[src/rtl/rectangle_pkg.sv]
// Shared constants, types and helpers for the RECTANGLE-80 key schedule and datapath.
package rectangle_pkg;

  localparam int RECT_ROUNDS = 25;
  localparam int KEY_W       = 80;
  localparam int BLK_W       = 64;
  localparam int ROW_W       = 16;

  localparam logic [4:0] RECT_RC_INIT = 5'h01;

  // 4-bit S-box, indexed by the column nibble {Row3,Row2,Row1,Row0}.
  localparam logic [3:0] SBOX_TABLE [0:15] = '{
    4'h6, 4'h5, 4'hC, 4'hA, 4'h1, 4'hE, 4'h7, 4'h9,
    4'hB, 4'h0, 4'h3, 4'hD, 4'h8, 4'hF, 4'h4, 4'h2
  };

  typedef enum logic [1:0] {
    ST_IDLE = 2'd0,
    ST_RUN  = 2'd1,
    ST_LAST = 2'd2
  } state_e;

  // One step of the 5-bit round-constant LFSR.
  function automatic logic [4:0] lfsr_step(input logic [4:0] rc);
    return {rc[3:0], rc[4] ^ rc[2]};
  endfunction

endpackage

[src/rtl/rectangle80_key_schedule_if.sv]
// Request/response bundle between the round datapath (master) and the key schedule (slave).
interface rectangle80_key_schedule_if;
  import rectangle_pkg::*;

  logic             i_load;
  logic [KEY_W-1:0] iv_key;
  logic             i_next;
  logic [BLK_W-1:0] ov_roundkey;
  logic [4:0]       ov_round;
  logic             o_valid;
  logic             o_last;

  modport master (
    output i_load, iv_key, i_next,
    input  ov_roundkey, ov_round, o_valid, o_last
  );

  modport slave (
    input  i_load, iv_key, i_next,
    output ov_roundkey, ov_round, o_valid, o_last
  );

endinterface

[src/rtl/rectangle_sbox.sv]
// Combinational 4-bit RECTANGLE S-box; one instance per column.
module rectangle_sbox
  import rectangle_pkg::*;
(
  input  logic [3:0] i_x,
  output logic [3:0] o_y
);

  // Table lookup of the substituted nibble.
  always_comb begin
    o_y = SBOX_TABLE[i_x];
  end

endmodule

[src/rtl/rectangle80_key_schedule.sv]
// On-the-fly RECTANGLE-80 key schedule: loads an 80-bit key and steps
// through round keys RK0..RK(ROUNDS), one per advance request.
module rectangle80_key_schedule
  import rectangle_pkg::*;
#(
  parameter int         ROUNDS  = RECT_ROUNDS,
  parameter logic [4:0] RC_INIT = RECT_RC_INIT
) (
  input  logic                        i_clk,
  input  logic                        i_reset,
  rectangle80_key_schedule_if.slave   ks_if
);

  localparam logic [4:0] LP_LAST_ROUND = 5'(ROUNDS);

  state_e           r_state;
  logic [KEY_W-1:0] r_key;
  logic [4:0]       r_round;
  logic [4:0]       r_rc;
  logic             r_valid;
  logic             r_last;

  state_e           w_state_nxt;
  logic [KEY_W-1:0] w_key_nxt;
  logic [4:0]       w_round_nxt;
  logic [4:0]       w_rc_nxt;
  logic [4:0]       w_round_inc;

  logic [ROW_W-1:0] w_row  [5];
  logic [ROW_W-1:0] w_srow [4];
  logic [3:0]       w_col_in  [4];
  logic [3:0]       w_col_out [4];
  logic [ROW_W-1:0] w_f0;
  logic [ROW_W-1:0] w_f3;
  logic [KEY_W-1:0] w_key_step;

  // Split the key state into rows and gather the four low-order columns.
  always_comb begin
    for (int i = 0; i < 5; i++) begin
      w_row[i] = r_key[ROW_W*i +: ROW_W];
    end
    for (int j = 0; j < 4; j++) begin
      w_col_in[j] = {w_row[3][j], w_row[2][j], w_row[1][j], w_row[0][j]};
    end
  end

  for (genvar gj = 0; gj < 4; gj++) begin : g_sbox
    rectangle_sbox u_sbox (
      .i_x (w_col_in[gj]),
      .o_y (w_col_out[gj])
    );
  end

  // Write S-boxed columns back, then apply the Feistel mix and round constant.
  always_comb begin
    for (int i = 0; i < 4; i++) begin
      w_srow[i] = w_row[i];
    end
    for (int j = 0; j < 4; j++) begin
      w_srow[0][j] = w_col_out[j][0];
      w_srow[1][j] = w_col_out[j][1];
      w_srow[2][j] = w_col_out[j][2];
      w_srow[3][j] = w_col_out[j][3];
    end
    w_f0       = {w_srow[0][7:0], w_srow[0][15:8]} ^ w_srow[1];
    w_f0[4:0]  = w_f0[4:0] ^ r_rc;
    w_f3       = {w_srow[3][3:0], w_srow[3][15:4]} ^ w_row[4];
    w_key_step = {w_srow[0], w_f3, w_srow[3], w_srow[2], w_f0};
  end

  assign w_round_inc = r_round + 5'd1;

  // Next-state logic: load has priority, advance only while running.
  always_comb begin
    w_state_nxt = r_state;
    w_key_nxt   = r_key;
    w_round_nxt = r_round;
    w_rc_nxt    = r_rc;
    if (ks_if.i_load) begin
      w_state_nxt = ST_RUN;
      w_key_nxt   = ks_if.iv_key;
      w_round_nxt = 5'd0;
      w_rc_nxt    = RC_INIT;
    end else begin
      case (r_state)
        ST_RUN: begin
          if (ks_if.i_next) begin
            w_key_nxt   = w_key_step;
            w_round_nxt = w_round_inc;
            w_rc_nxt    = lfsr_step(r_rc);
            if (w_round_inc == LP_LAST_ROUND) begin
              w_state_nxt = ST_LAST;
            end else begin
              w_state_nxt = ST_RUN;
            end
          end else begin
            w_state_nxt = ST_RUN;
          end
        end
        ST_IDLE: w_state_nxt = ST_IDLE;
        ST_LAST: w_state_nxt = ST_LAST;
        default: w_state_nxt = ST_IDLE;
      endcase
    end
  end

  // State, key and status registers with synchronous reset.
  always_ff @(posedge i_clk) begin
    if (i_reset) begin
      r_state <= ST_IDLE;
      r_key   <= {KEY_W{1'b0}};
      r_round <= 5'd0;
      r_rc    <= RC_INIT;
      r_valid <= 1'b0;
      r_last  <= 1'b0;
    end else begin
      r_state <= w_state_nxt;
      r_key   <= w_key_nxt;
      r_round <= w_round_nxt;
      r_rc    <= w_rc_nxt;
      r_valid <= (w_state_nxt != ST_IDLE);
      r_last  <= (w_state_nxt == ST_LAST);
    end
  end

  assign ks_if.ov_roundkey = r_key[BLK_W-1:0];
  assign ks_if.ov_round    = r_round;
  assign ks_if.o_valid     = r_valid;
  assign ks_if.o_last      = r_last;

endmodule

[src/flat_wrapper.sv]
// flat-port wrapper written by rule: the top's interface ports become plain ports
module rectangle80_key_schedule_flat import rectangle_pkg::*;
#(
  parameter int         ROUNDS  = RECT_ROUNDS,
  parameter logic [4:0] RC_INIT = RECT_RC_INIT
)
  (i_clk, i_reset, ks_if_i_load, ks_if_iv_key, ks_if_i_next, ks_if_ov_roundkey, ks_if_ov_round, ks_if_o_valid, ks_if_o_last);
  rectangle80_key_schedule_if ks_if_i ();
  input  logic i_clk;
  input  logic i_reset;
  input wire logic [$bits(ks_if_i.i_load)-1:0] ks_if_i_load;
  input wire logic [$bits(ks_if_i.iv_key)-1:0] ks_if_iv_key;
  input wire logic [$bits(ks_if_i.i_next)-1:0] ks_if_i_next;
  output wire logic [$bits(ks_if_i.ov_roundkey)-1:0] ks_if_ov_roundkey;
  output wire logic [$bits(ks_if_i.ov_round)-1:0] ks_if_ov_round;
  output wire logic [$bits(ks_if_i.o_valid)-1:0] ks_if_o_valid;
  output wire logic [$bits(ks_if_i.o_last)-1:0] ks_if_o_last;
  assign ks_if_i.i_load = ks_if_i_load;
  assign ks_if_i.iv_key = ks_if_iv_key;
  assign ks_if_i.i_next = ks_if_i_next;
  assign ks_if_ov_roundkey = ks_if_i.ov_roundkey;
  assign ks_if_ov_round = ks_if_i.ov_round;
  assign ks_if_o_valid = ks_if_i.o_valid;
  assign ks_if_o_last = ks_if_i.o_last;
  rectangle80_key_schedule #(.ROUNDS(ROUNDS), .RC_INIT(RC_INIT)) u_core (.i_clk(i_clk), .i_reset(i_reset), .ks_if(ks_if_i));
endmodule
[config.mk]
export PLATFORM = sky130hd
export DESIGN_NAME = rectangle80_key_schedule_flat
export DESIGN_NICKNAME = d
export VERILOG_FILES = /design/src/rtl/rectangle_pkg.sv /design/src/rtl/rectangle80_key_schedule_if.sv /design/src/rtl/rectangle_sbox.sv /design/src/rtl/rectangle80_key_schedule.sv /design/src/flat_wrapper.sv
export SDC_FILE = /design/constraint.sdc
export NUM_CORES = 1
export LEC_CHECK = 0
export ABC_AREA = 1
export CAP_MARGIN = 30
export CORE_MARGIN = 3
export CORE_UTILIZATION = 45
export CTS_CLUSTER_SIZE = 10
export DETAILED_ROUTE_END_ITERATION = 8
export PLACE_DENSITY = 0.76
export SYNTH_ARGS = -nofsm -noshare
export SYNTH_HDL_FRONTEND = slang
export SYNTH_HIERARCHICAL = 1
export SYNTH_SLANG_ARGS = --single-unit
export TNS_END_PERCENT = 100
[constraint.sdc]
create_clock -name i_clk -period 2 [get_ports i_clk]
set_input_delay 0.6 -clock i_clk [delete_from_list [all_inputs] [get_ports i_clk]]
set_output_delay 0.6 -clock i_clk [all_outputs]
set_load 0.02 [all_outputs]
Fig. 1: run 1, signal metal coverage by tile
Drawn at 2 px/micron. 23 x 23 tiles, from dark purple (low) to yellow (high), scaled to the fullest tile. Values are wire area over tile area, all layers added.
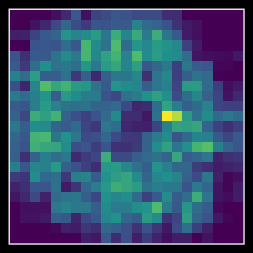
13% of the tiles are over half the peak. The fullest tile reaches 0.59. The mean over all tiles is 0.17. 11% of the tiles are nearly empty. The emptiest ninth of the die: north-east.
overall fraction of global-route tracks in use: 21.5%
final wirelength: 14,700 microns
vias after detailed routing: 5,114
mean routed wirelength per cell: 14.4 microns

Fig. 2: run 1, wiring by layer
Drawn at 3 px/micron. Two of the layers only.
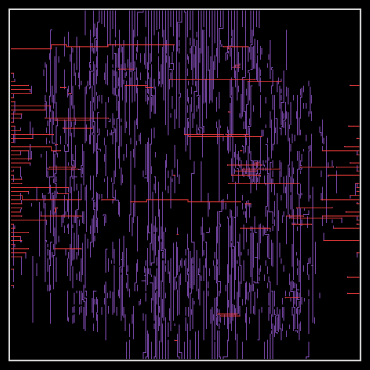
Key: purple = metal 2 [wire length 6,780 microns]; red = metal 3 [wire length 801 microns]

==> reports/qor.json, run 1 <==
{
  "worst_hold_stages": 2,
  "comb_cells": 541,
  "antenna_found_initial": 0,
  "met3_routing_resource_usage_after_global_routing_pct": 3.99,
  "nNonClkBuffers": 185,
  "postSynth.asyncResetShare_pct": 0,
  "critical_path.cell_chain": "clkdlybuf4s50_1",
  "power.sequential.fraction_pct": 41.3,
  "max_flop_register": "u_core/r_key",
  "synth.mux.area_fraction_pct": 0,
  "hold_slack_ps": 494,
  "timing.critical_path.slowest_stage_cell": "sky130_fd_sc_hd__clkdlybuf4s50_1",
  "drtAntennaViolNets": 0,
  "cts_max_path_buffers": 2,
  "required_ps": 1400,
  "met3_wirelength_microns": 801,
  "layout.area.top_class": "combinational gates",
  "cp-start-kind": "register",
  "drt_drc_violations_left": 0,
  "synth-simple-area-share_pct": 25.5,
  "top_logic_kind": "simple AND/OR/NAND/NOR gates",
  "numPlacedInstances": 1009,
  "post_cts_resized": 22,
  "timing.hold.worst.start": "u_core/r_key[66]",
  "grt.overflow.total": 0,
  "synthesis.nets": 890,
  "outcome": "complete, no violations",
  "cts_post_setup_buffers_inserted": 0,
  "synth.yosys.num_cells": 782,
  "layout-drive-gt1-share_pct": 7.14,
  "grt_setup_unrepaired": "false",
  "enable_flop_cells": 0,
  "synth.cellmix.xorXnorShare_pct": 5.89,
  "reg2reg_slack_ps": 260,
  "detailed_place_hpwl_microns": 10600,
  "worst_ep_arrival_time_ps": 1350,
  "setup_ws_ps": 47.9,
  "postPlaceCellArea_sq_um": 6800,
  "highest_fanout_seen_on_the_critical_path": 3,
  "comb_area_share_pct": 38.4,
  "maxPowerGroup": "sequential cells",
  "grt_pass1_vias": 4649,
  "synth.ff_latch_count": 94,
  "power.share.switching_pct": 28.2,
  "postSynthAreaPerCell_sq_um": 7.04,
  "synth_top_cell_by_count": "sky130_fd_sc_hd__nand2_1",
  "clockRootBuffer": "sky130_fd_sc_hd__clkbuf_16",
  "reported_max_cap_violation_count": 0,
  "peakVddDrop_mv": 0.518,
  "summed_area_of_non_filler_cells_in_the_final_layout_sq_um": 7150,
  "p_int_mw": 3.65,
  "ys_chip_area_sq_um": 5510,
  "routed_via_density": 4.99,
  "globalRoute.busiestLayer": "met2",
  "1st_iter_drt_viols": 439,
  "grt_use_met1_pct": 31.0,
  "cts_buffers": 9,
  "synth.top_cells.by_area": "sky130_fd_sc_hd__dfxtp_1 34%, sky130_fd_sc_hd__nand2_1 22%, sky130_fd_sc_hd__buf_4 9.5%",
  "tritoncts_num_sinks": 94,
  "globalplace.congestion": 0.905,
  "power.total_mw": 5.08,
  "clock_area_share_pct": 4.64,
  "distinct_cell_type_count_after_synthesis": 29,
  "total_leakage_power_nw": 3.33,
  "sh_seq_area_pct": 26.4,
  "hold_class": "reg -> reg",
  "tns_ps": 0,
  "floorplan.die_area_sq_um": 13600,
  "endpoint": "ks_if_ov_roundkey[24]",
  "pg_clk_mw": 1.89,
  "synthAoiAreaFrac_pct": 13.0,
  "largest_area_cell": "sky130_fd_sc_hd__dfxtp_1",
  "largest_reg_flops": 80,
  "tool_warnings": 44,
  "post-route-period-util_pct": 97.6,
  "critical_path.endpoint_type": "primary output",
  "final-max-slew-violation-count": 0,
  "post_synth_most_frequent_cells": "325 x sky130_fd_sc_hd__nand2_1, 94 x sky130_fd_sc_hd__dfxtp_1, 73 x sky130_fd_sc_hd__a31oi_1, 70 x sky130_fd_sc_hd__buf_4, 40 x sky130_fd_sc_hd__inv_1",
  "tritoncts": "done",
  "r2r-end": "u_core/r_key[3]",
  "cp.buffers_inverters": 1,
  "worst_skew_pair.late_latency_ps": 330,
  "synth.cell_area_sq_um": 5510,
  "layout.buffer.nonclock.area_share_pct": 25.7,
  "initial_utilization_pct": 47.0,
  "diodes": 0,
  "yosys_warnings": 6,
  "wl_on_met1_microns": 7010,
  "timing.max_slew.rel_slack_pct": 77.2,
  "combinationalPower_mw": 1.09,
  "min_to": "u_core/r_key[66]",
  "cts_hold_repair.buffers": 0,
  "post-route-util_pct": 61.0,
  "grt_start_max_net_pins": 57,
  "num-clock-buffers": 10,
  "cell_family_with_most_cp_delay": "buffers and inverters",
  "floorplan.die.height_microns": 117,
  "non_clock_inverter_count": 46,
  "grt_pass1_wl_microns": 23400,
  "pwr.group.sequential_mw": 2.10,
  "uppermost_layer_routed": "met4",
  "nets": 985,
  "level_count_of_the_clock_h_tree": 3,
  "cellPowerDensity_nw_per_um2": 710,
  "dieWidth_microns": 117,
  "fillCellCount": 1047,
  "final-seq-area_sq_um": 1880,
  "power.share.combinational_pct": 21.5,
  "final_hold_fails": 0,
  "synthesis.instances": 782
}
Fig. 3: run 1, placement view
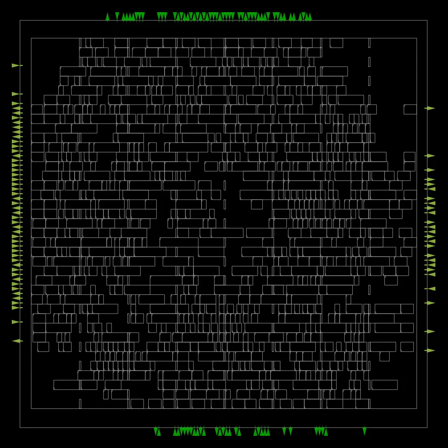
area of the core region: 11,700 sq um
number of standard-cell rows in the floorplan: 39
sequential cell count of the final layout: 94

## run 1: placed cells by master, fill, tap and decap left out
cell	n
sky130_fd_sc_hd__nand2_1	325
sky130_fd_sc_hd__clkdlybuf4s50_1	116
sky130_fd_sc_hd__dfxtp_1	92
sky130_fd_sc_hd__a31oi_1	73
sky130_fd_sc_hd__inv_1	40
sky130_fd_sc_hd__xor2_1	28
sky130_fd_sc_hd__buf_4	26
sky130_fd_sc_hd__ha_1	24
sky130_fd_sc_hd__dlygate4sd2_1	21
sky130_fd_sc_hd__nor2_1	19
sky130_fd_sc_hd__o21ai_0	18
sky130_fd_sc_hd__dlymetal6s2s_1	15
sky130_fd_sc_hd__a21oi_1	12
sky130_fd_sc_hd__clkbuf_16	9
sky130_fd_sc_hd__xnor2_1	9
sky130_fd_sc_hd__nand3_1	7
sky130_fd_sc_hd__inv_2	6
sky130_fd_sc_hd__buf_12	5
sky130_fd_sc_hd__a22oi_1	4
sky130_fd_sc_hd__a22o_1	4
sky130_fd_sc_hd__o21ai_1	4
sky130_fd_sc_hd__nand2_2	3
sky130_fd_sc_hd__nand4_1	3
sky130_fd_sc_hd__o211ai_1	3
sky130_fd_sc_hd__clkinvlp_4	2
sky130_fd_sc_hd__bufinv_16	2
sky130_fd_sc_hd__buf_2	2
sky130_fd_sc_hd__dfxtp_2	2
sky130_fd_sc_hd__clkinv_4	1
sky130_fd_sc_hd__clkbuf_8	1
sky130_fd_sc_hd__inv_6	1
sky130_fd_sc_hd__nor2_4	1
sky130_fd_sc_hd__nand2_4	1
sky130_fd_sc_hd__nor2_2	1
sky130_fd_sc_hd__nand3b_1	1
sky130_fd_sc_hd__nor3_1	1
Fig. 4: run 1, logic cells by family
Drawn at 3 px/micron.
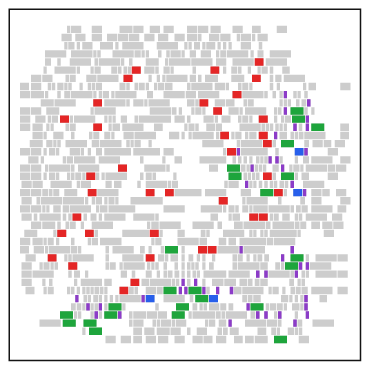

## Run 2: what changed since run 1
--- a/config.mk
+++ b/config.mk
@@ -7,7 +7,7 @@
 export LEC_CHECK = 0
 export ABC_AREA = 1
 export CAP_MARGIN = 30
-export CORE_MARGIN = 3
+export CORE_MARGIN = 2
 export CORE_UTILIZATION = 45
 export CTS_CLUSTER_SIZE = 10
 export DETAILED_ROUTE_END_ITERATION = 8
Fig. 5: run 2, logic cells by family
Drawn at 3 px/micron.
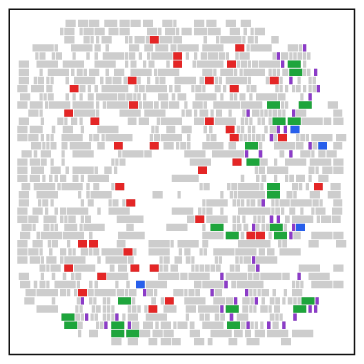
Key: purple = inv cells [cells 46, most used inv_1]; green = fa/ha/maj cells [cells 24, most used ha_1]; blue = non-inverting ao/oa cells [cells 4, most used a22o_1, where east]; red = xor and xnor cells [cells 37, most used xor2_1]
proportion of cell area occupied by multi-input gates: 38.3%
top logic cell by instance count in the layout: sky130_fd_sc_hd__nand2_1
fin cells: 1,029

Fig. 6: run 2, signal metal coverage by tile
Drawn at 2 px/micron. 23 x 23 tiles, from dark purple (low) to yellow (high), scaled to the fullest tile. Values are wire area over tile area, all layers added.
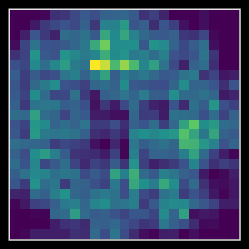
overall fraction of global-route tracks in use: 21.9%
final wirelength: 14,500 microns

==> reports/qor.json, run 2 <==
{
  "outcome": "complete, no violations",
  "postSynthAreaPerCell": {"value": 7.04, "unit": "sq um", "change": "unchanged"},
  "worst_ep_arrival_time": {"value": 1370, "unit": "ps", "change": "+20 ps"},
  "most-common-layout-cells": "325 x sky130_fd_sc_hd__nand2_1, 119 x sky130_fd_sc_hd__clkdlybuf4s50_1, 94 x sky130_fd_sc_hd__dfxtp_1",
  "peakVddDrop": {"value": 0.369, "unit": "mV", "change": "-29%"},
  "total_leakage_power": {"value": 3.33, "unit": "nW", "change": "about the same"},
  "clockRootBuffer": "sky130_fd_sc_hd__clkbuf_16",
  "pg_clk": {"value": 2.00, "unit": "mW", "change": "+6%"},
  "grt_setup_unrepaired": "false",
  "grt.overflow.total": {"value": 0, "change": "unchanged"},
  "cell_family_with_most_cp_delay": "buffers and inverters",
  "share_clk_of_total_power_pct": 38.6,
  "drtAntennaViolNets": {"value": 0, "change": "unchanged"},
  "switching_power_mw": 1.45,
  "timing.max_slew.rel_slack": {"value": 73.1, "unit": "%", "change": "-4.1 points"},
  "yosys_warnings": {"value": 6, "change": "unchanged"},
  "placeableCoreArea": {"value": 12000, "unit": "sq um", "change": "+2.1%"},
  "largest_area_cell": "sky130_fd_sc_hd__dfxtp_1",
  "nets": {"value": 985, "change": "unchanged"},
  "i_o_buffers": 154,
  "highest_fanout_seen_on_the_critical_path": {"value": 4, "change": "+1"},
  "synth.ff_latch_count": {"value": 94, "change": "unchanged"},
  "synth_top_cell_by_count": "sky130_fd_sc_hd__nand2_1",
  "drt_drc_violations_left": {"value": 0, "change": "unchanged"},
  "tool_warnings": {"value": 44, "change": "unchanged"},
  "1st_iter_drt_viols": {"value": 352, "change": "-20%"},
  "grt_start_max_net_pins": {"value": 71, "change": "+25%"},
  "cts_buffers": {"value": 9, "change": "unchanged"},
  "grt_pass1_wl": {"value": 23000, "unit": "microns", "change": "-1.9%"},
  "reg2reg_slack": {"value": 220, "unit": "ps", "change": "-40 ps"},
  "grt_pass1_vias": {"value": 4654, "change": "+0.11%"},
  "routed_via_density": {"value": 4.94, "change": "-0.90%"},
  "critical_path.endpoint_type": "primary output",
  "cts_max_path_buffers": {"value": 2, "change": "unchanged"},
  "wl_per_cell": {"value": 14.0, "unit": "microns", "change": "-2.3%"},
  "tritoncts": "done",
  "cts_post_setup_buffers_inserted": {"value": 0, "change": "unchanged"},
  "initial_utilization": {"value": 46.0, "unit": "%", "change": "-0.98 points"},
  "p_int": {"value": 3.74, "unit": "mW", "change": "+2.6%"},
  "max_flop_register": "u_core/r_key",
  "power.share.switching": {"value": 28.0, "unit": "%", "change": "-0.22 points"},
  "worst-slew-pin-transition_ps": 404,
  "largest_reg_flops": {"value": 80, "change": "unchanged"},
  "layout-drive-gt1-share": {"value": 6.92, "unit": "%", "change": "-0.23 points"},
  "final_hold_fails": {"value": 0, "change": "unchanged"},
  "antenna_found_initial": {"value": 0, "change": "unchanged"},
  "distinct_cell_type_count_after_synthesis": {"value": 29, "change": "unchanged"},
  "maxPowerGroup": "sequential cells",
  "synth.top_cells.by_area": "sky130_fd_sc_hd__dfxtp_1 34%, sky130_fd_sc_hd__nand2_1 22%, sky130_fd_sc_hd__buf_4 9.5%",
  "cts_hold_repair.buffers": {"value": 0, "change": "unchanged"},
  "required": {"value": 1400, "unit": "ps", "change": "about the same"},
  "boundaryPins": 155,
  "hold_class": "reg -> reg",
  "post_cts_resized": {"value": 18, "change": "-18%"},
  "critical-path-max-stage-delay_ps": 640,
  "tns": {"value": 0, "unit": "ps", "change": "unchanged"},
  "level_count_of_the_clock_h_tree": {"value": 3, "change": "unchanged"},
  "power.total": {"value": 5.19, "unit": "mW", "change": "+2.3%"},
  "period_minus_slack_ps": 1970,
  "detailed_place_hpwl": {"value": 10300, "unit": "microns", "change": "-3.1%"},
  "cp.buffers_inverters": {"value": 1, "change": "unchanged"},
  "top_area_cell_type_share_of_the_netlist_area_pct": 34.2,
  "area_delta_synth_final_pct": 30.2,
  "post-route-util": {"value": 59.9, "unit": "%", "change": "-1.1 points"},
  "fillCellCount": {"value": 1137, "change": "+8.6%"},
  "min_to": "u_core/r_key[76]",
  "ys_seq_share_pct": 34.2,
  "worst_hold_stages": {"value": 2, "change": "unchanged"},
  "crit-reg2reg-launch": "u_core/r_key[17]",
  "synthesis.nets": {"value": 890, "change": "unchanged"},
  "timing.critical_path.slowest_stage_cell": "sky130_fd_sc_hd__clkdlybuf4s50_1",
  "timing.hold.worst.start": "u_core/r_key[76]",
  "combinationalPower": {"value": 1.10, "unit": "mW", "change": "about the same"},
  "floorplan.die_area": {"value": 13100, "unit": "sq um", "change": "-3.4%"},
  "worst_skew_pair.late_latency": {"value": 340, "unit": "ps", "change": "about the same"},
  "dr_total_vias": {"value": 5088, "change": "-0.51%"},
  "reported_max_cap_violation_count": {"value": 0, "change": "unchanged"},
  "globalplace.congestion": {"value": 0.896, "change": "-1.0%"},
  "placement_rows": {"value": 40, "change": "+2.6%"},
  "post-route-period-util": {"value": 98.3, "unit": "%", "change": "+0.68 points"},
  "pwr.group.sequential": {"value": 2.09, "unit": "mW", "change": "about the same"},
  "layout_skew_ps": 6.73,
  "cellPowerDensity": {"value": 724, "unit": "nW/um^2", "change": "+2.0%"},
  "ys_chip_area": {"value": 5510, "unit": "sq um", "change": "unchanged"},
  "enable_flop_cells": {"value": 0, "change": "unchanged"},
  "classification_of_the_worst_setup_path": "reg -> out",
  "synth.cell_area": {"value": 5510, "unit": "sq um", "change": "unchanged"},
  "tritoncts_num_sinks": {"value": 94, "change": "unchanged"},
  "cp-start-kind": "register",
  "fmax_mhz": 509,
  "final-max-slew-violation-count": {"value": 0, "change": "unchanged"},
  "clock_pin_slew_reported_for_the_worst_setup_and_hold_paths_after_clock_tree_synthesis_ps": 70,
  "post_synth_most_frequent_cells": "325 x sky130_fd_sc_hd__nand2_1, 94 x sky130_fd_sc_hd__dfxtp_1, 73 x sky130_fd_sc_hd__a31oi_1, 70 x sky130_fd_sc_hd__buf_4, 40 x sky130_fd_sc_hd__inv_1",
  "dieWidth": {"value": 115, "unit": "microns", "change": "-1.7%"},
  "synth.yosys.num_cells": {"value": 782, "change": "unchanged"},
  "power.share.combinational": {"value": 21.2, "unit": "%", "change": "-0.3 points"},
  "critical_path.cell_chain": "clkdlybuf4s50_1",
  "postSynth.asyncResetShare": {"value": 0, "unit": "%", "change": "unchanged"},
  "floorplan.die.height": {"value": 115, "unit": "microns", "change": "-1.7%"},
  "power.sequential.fraction": {"value": 40.2, "unit": "%", "change": "-1.1 points"},
  "diodes": {"value": 0, "change": "unchanged"},
  "drt_first_pass_iters": 4,
  "synthesis.instances": {"value": 782, "change": "unchanged"},
  "r2r-end": "u_core/r_key[1]"
}
[run 2: worst max-delay path by stage]
stage	from	endpoint	slack (ps)	cells after the start
after floorplan	u_core/r_key[0]	u_core/r_key[0]	420	11
after global placement	ks_if_i_next	u_core/r_key[63]	-3	6
after detailed placement	ks_if_i_next	u_core/r_key[59]	-60	7
after CTS	u_core/r_key[61]	ks_if_ov_roundkey[61]	4	1
after global routing	u_core/r_key[29]	ks_if_ov_roundkey[29]	7	1
final	u_core/r_key[12]	ks_if_ov_roundkey[12]	30	1
[run 2: stage by stage]
stage                     area (sq um)  hold WS (ps)  setup WS (ps)  instances
final                             7170           489           34.2       1029
after global routing              7170           512           6.70       1029
after CTS                         7130           492           4.03       1029
after detailed placement          6810           474          -63.7       1013
after global placement            6810           471          -3.08       1013
after floorplan                   5510           456            425        782
[run 2: cell type report]
class                           count  area, sq um  area share (%)
Sequential cell                    94         1880            26.2
Inverter                           46          173            2.41
Clock inverter                      7          120            1.68
Tap cell                          147          184            2.57
Timing Repair Buffer              185         1840            25.7
Clock buffer                        9          225            3.14
Multi-Input combinational cell    541         2740            38.3
[run 2: kinds of logic (layout without fill, tap and decap cells)]
family / after synthesis / after routing / synth area share [%]
compound gates: 118 / 118 / 13.0
xor+xnor: 37 / 37 / 5.89
fa+ha+maj: 24 / 24 / 5.45
buf+inv: 147 / 247 / 16.0
flops: 94 / 94 / 34.2
simple gates: 362 / 362 / 25.5
[run 2: routing by layer]
layer / track usage, % / wire length [microns]
met1: 31.4 / 6890
met4: 7.89 / 288
met2: 33.2 / 6420
met5: 0 / 0
met3: 3.49 / 849
